**config.mk**
```make
export PLATFORM = sky130hd
export DESIGN_NAME = uart_esc_decoder
export DESIGN_NICKNAME = d
export VERILOG_FILES = /design/src/rtl/uart_pkg.sv /design/src/rtl/uart_out_slot.sv /design/src/rtl/uart_esc_decoder.sv
export SDC_FILE = /design/constraint.sdc
export NUM_CORES = 1
export LEC_CHECK = 0
export CORE_MARGIN = 2
export CORE_UTILIZATION = 40
export CTS_CLUSTER_DIAMETER = 50
export CTS_CLUSTER_SIZE = 14
export DETAILED_ROUTE_END_ITERATION = 6
export MAX_ROUTING_LAYER = met4
export PLACE_DENSITY = 0.69
export REMOVE_ABC_BUFFERS = 1
export SYNTH_ARGS = -nofsm -noshare
export SYNTH_HDL_FRONTEND = slang
export SYNTH_SLANG_ARGS = --single-unit
```
**constraint.sdc**
```tcl
create_clock -name CLK_I -period 1.9 [get_ports CLK_I]
set_clock_uncertainty 0.1 [all_clocks]
set_input_delay 0.38 -clock CLK_I [delete_from_list [all_inputs] [get_ports CLK_I]]
set_output_delay 0.38 -clock CLK_I [all_outputs]
set_load 0.01 [all_outputs]
```
**src/rtl/uart_pkg.sv**
```systemverilog
// Shared definitions for the UART receive-side escape decoder.
package uart_pkg;

    localparam logic [7:0] ESC_CHAR_DEFAULT = 8'hB1;

    typedef enum logic {
        ST_IDLE = 1'b0,
        ST_ESC  = 1'b1
    } esc_state_t;

endpackage

```
**src/rtl/uart_out_slot.sv**
```systemverilog
// Single-entry 8-bit output register with a valid/ready handshake toward downstream.
module uart_out_slot (
    input  logic       clk_i,
    input  logic       rst_i,
    input  logic       load_i,
    input  logic [7:0] data_i,
    input  logic       ready_i,
    output logic [7:0] data_o,
    output logic       valid_o,
    output logic       free_o
);

    // Handshake: a byte transfers on a cycle where valid_o && ready_i. Once raised,
    // valid_o and data_o hold until that transfer. The slot may be reloaded in the
    // transfer cycle, giving one byte per cycle when ready_i stays high.
    assign free_o = !valid_o || ready_i;

    always_ff @(posedge clk_i) begin
        if (rst_i) begin
            data_o  <= 8'h00;
            valid_o <= 1'b0;
        end else if (load_i) begin
            data_o  <= data_i;
            valid_o <= 1'b1;
        end else if (ready_i) begin
            valid_o <= 1'b0;
        end
    end

endmodule

```
**src/rtl/uart_esc_decoder.sv**
```systemverilog
// Splits the UART RX byte stream into payload data and escape-introduced command bytes,
// restoring escaped literals and aborting escape sequences that sit idle too long.
module uart_esc_decoder
    import uart_pkg::*;
#(
    parameter logic [7:0]  ESC_CHAR    = ESC_CHAR_DEFAULT,
    parameter int unsigned ESC_TIMEOUT = 1024
) (
    input  logic       CLK_I,
    input  logic       RST_I,
    input  logic       RX_EMPTY_I,
    input  logic [7:0] DREC_I,
    output logic       RE_O,
    output logic       ESC_DETECTED_O,
    output logic [7:0] DATA_O,
    output logic       DATA_VALID_O,
    input  logic       DATA_READY_I,
    output logic [7:0] CMD_O,
    output logic       CMD_VALID_O,
    input  logic       CMD_READY_I,
    output logic       TIMEOUT_O,
    output esc_state_t DBG_STATE_O
);

    localparam int unsigned      CNT_W    = $clog2(ESC_TIMEOUT);
    localparam logic [CNT_W-1:0] CNT_LAST = CNT_W'(ESC_TIMEOUT - 1);

    esc_state_t       state;
    logic [CNT_W-1:0] esc_cnt;
    logic             head_is_esc;
    logic             data_free;
    logic             cmd_free;
    logic             data_load;
    logic             cmd_load;
    logic             re;

    assign head_is_esc = (DREC_I == ESC_CHAR);

    // A byte is popped only once its destination is known to have room; a lone
    // escape in IDLE needs no slot because it only changes state.
    always_comb begin
        re        = 1'b0;
        data_load = 1'b0;
        cmd_load  = 1'b0;
        if (!RST_I && !RX_EMPTY_I) begin
            case (state)
                ST_IDLE: begin
                    if (head_is_esc) begin
                        re = 1'b1;
                    end else if (data_free) begin
                        re        = 1'b1;
                        data_load = 1'b1;
                    end
                end
                ST_ESC: begin
                    if (head_is_esc) begin
                        if (data_free) begin
                            re        = 1'b1;
                            data_load = 1'b1;
                        end
                    end else if (cmd_free) begin
                        re       = 1'b1;
                        cmd_load = 1'b1;
                    end
                end
                default: ;
            endcase
        end
    end

    always_ff @(posedge CLK_I) begin
        if (RST_I) begin
            state   <= ST_IDLE;
            esc_cnt <= '0;
        end else begin
            case (state)
                ST_IDLE: begin
                    if (re && head_is_esc) begin
                        state   <= ST_ESC;
                        esc_cnt <= '0;
                    end
                end
                ST_ESC: begin
                    // Only an empty FIFO ages the sequence; a stalled byte is backpressure.
                    if (re) begin
                        state <= ST_IDLE;
                    end else if (RX_EMPTY_I) begin
                        if (esc_cnt == CNT_LAST) begin
                            state <= ST_IDLE;
                        end else begin
                            esc_cnt <= esc_cnt + CNT_W'(1);
                        end
                    end
                end
                default: state <= ST_IDLE;
            endcase
        end
    end

    // Expiry is judged in the same cycle as byte arrival so an arriving byte wins.
    assign TIMEOUT_O      = !RST_I && (state == ST_ESC) && RX_EMPTY_I && (esc_cnt == CNT_LAST);
    assign ESC_DETECTED_O = !RST_I && (state == ST_ESC);
    assign RE_O           = re;
    assign DBG_STATE_O    = state;

    uart_out_slot u_data_slot (
        .clk_i   (CLK_I),
        .rst_i   (RST_I),
        .load_i  (data_load),
        .data_i  (DREC_I),
        .ready_i (DATA_READY_I),
        .data_o  (DATA_O),
        .valid_o (DATA_VALID_O),
        .free_o  (data_free)
    );

    uart_out_slot u_cmd_slot (
        .clk_i   (CLK_I),
        .rst_i   (RST_I),
        .load_i  (cmd_load),
        .data_i  (DREC_I),
        .ready_i (CMD_READY_I),
        .data_o  (CMD_O),
        .valid_o (CMD_VALID_O),
        .free_o  (cmd_free)
    );

endmodule

```
**Placement by cell class**

Fill, decap, tap and diode cells in grey.
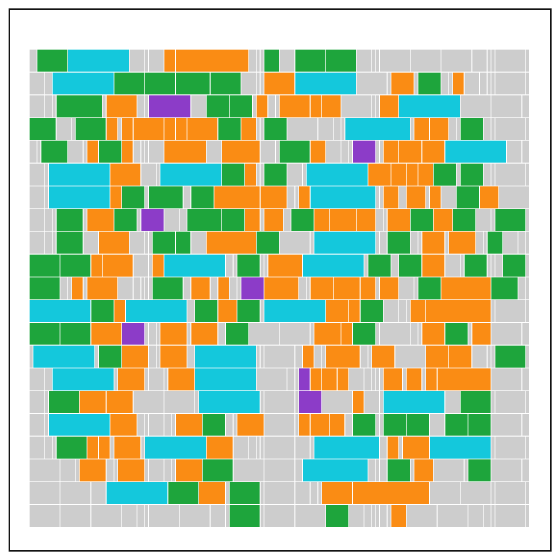
- clock drivers and dummy loads: purple (cells 7; share of their area 2.5%)
- remaining buffers and delay cells: green (cells 80; share of their area 31%)
- remaining logic cells: orange (cells 121; share of their area 41%)
- registers: cyan (cells 29; share of their area 26%)

**Clock wires, drivers and flops**

Bar = 20 µm.
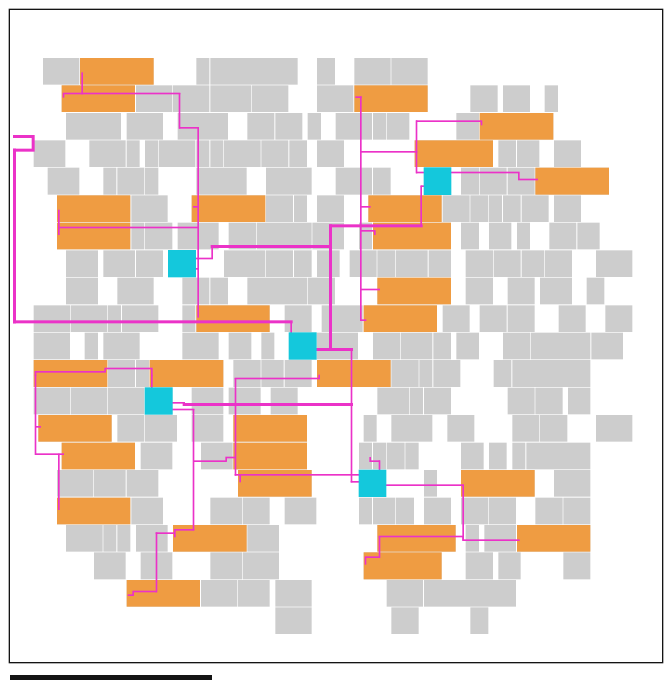
- clock wires: magenta (length 380 µm)
- clock-net drivers: cyan (count 5)
- flip-flops: orange (count 29)
- flops lie: spread over the die

==> Slide: Implementation Results <==
Run Summary

Place
  – Count of input and output buffers: 34
  – Total half-perimeter wirelength after legalization and detailed placement: 3.44 mm
  – Number of cells in the design after placement: 272

GRT
  – Largest net degree at the start of global routing: 15
  – Global-route met2 utilization: 43.2%

Floorplanning
  – Starting density of the core: 42.9%
  – # rows: 21

Power and ir drop
  – Top contributor to total power: sequential cells
  – Sequential fraction of design power: 54.1%

Layout
  – Most frequently placed logic cell in the final layout: sky130_fd_sc_hd__buf_4
  – Multi-input gate count: 111

STA
  – Setup slack after layout: -0.0926 ns
  – Worst Hold Margin: 0.227 ns
  – Endpoints failing setup: 1

Worst setup path
  – Crit path max-delay family: simple AND/OR/NAND/NOR gates
  – Critical path launch point: DREC_I[2]

Outcome
  – Violated checks: setup timing
  – Status: finished, violations left

Yosys
  – Register area share after synthesis: 39.6%
  – Average footprint of a synthesized cell: 9.40 µm²

Clock tree
  – Maximum clock insertion buffer count: 2
**Wiring by layer**

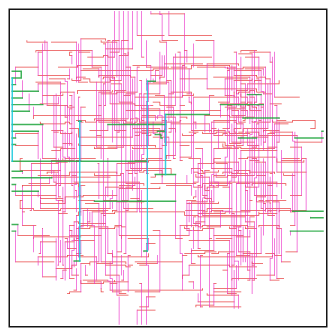
- M4: cyan (wire length 92.5 µm)
- M1: red (wire length 1860 µm)
- M2: magenta (wire length 2470 µm)
- M3: green (wire length 173 µm)

Power and IR drop assume default switching activity.
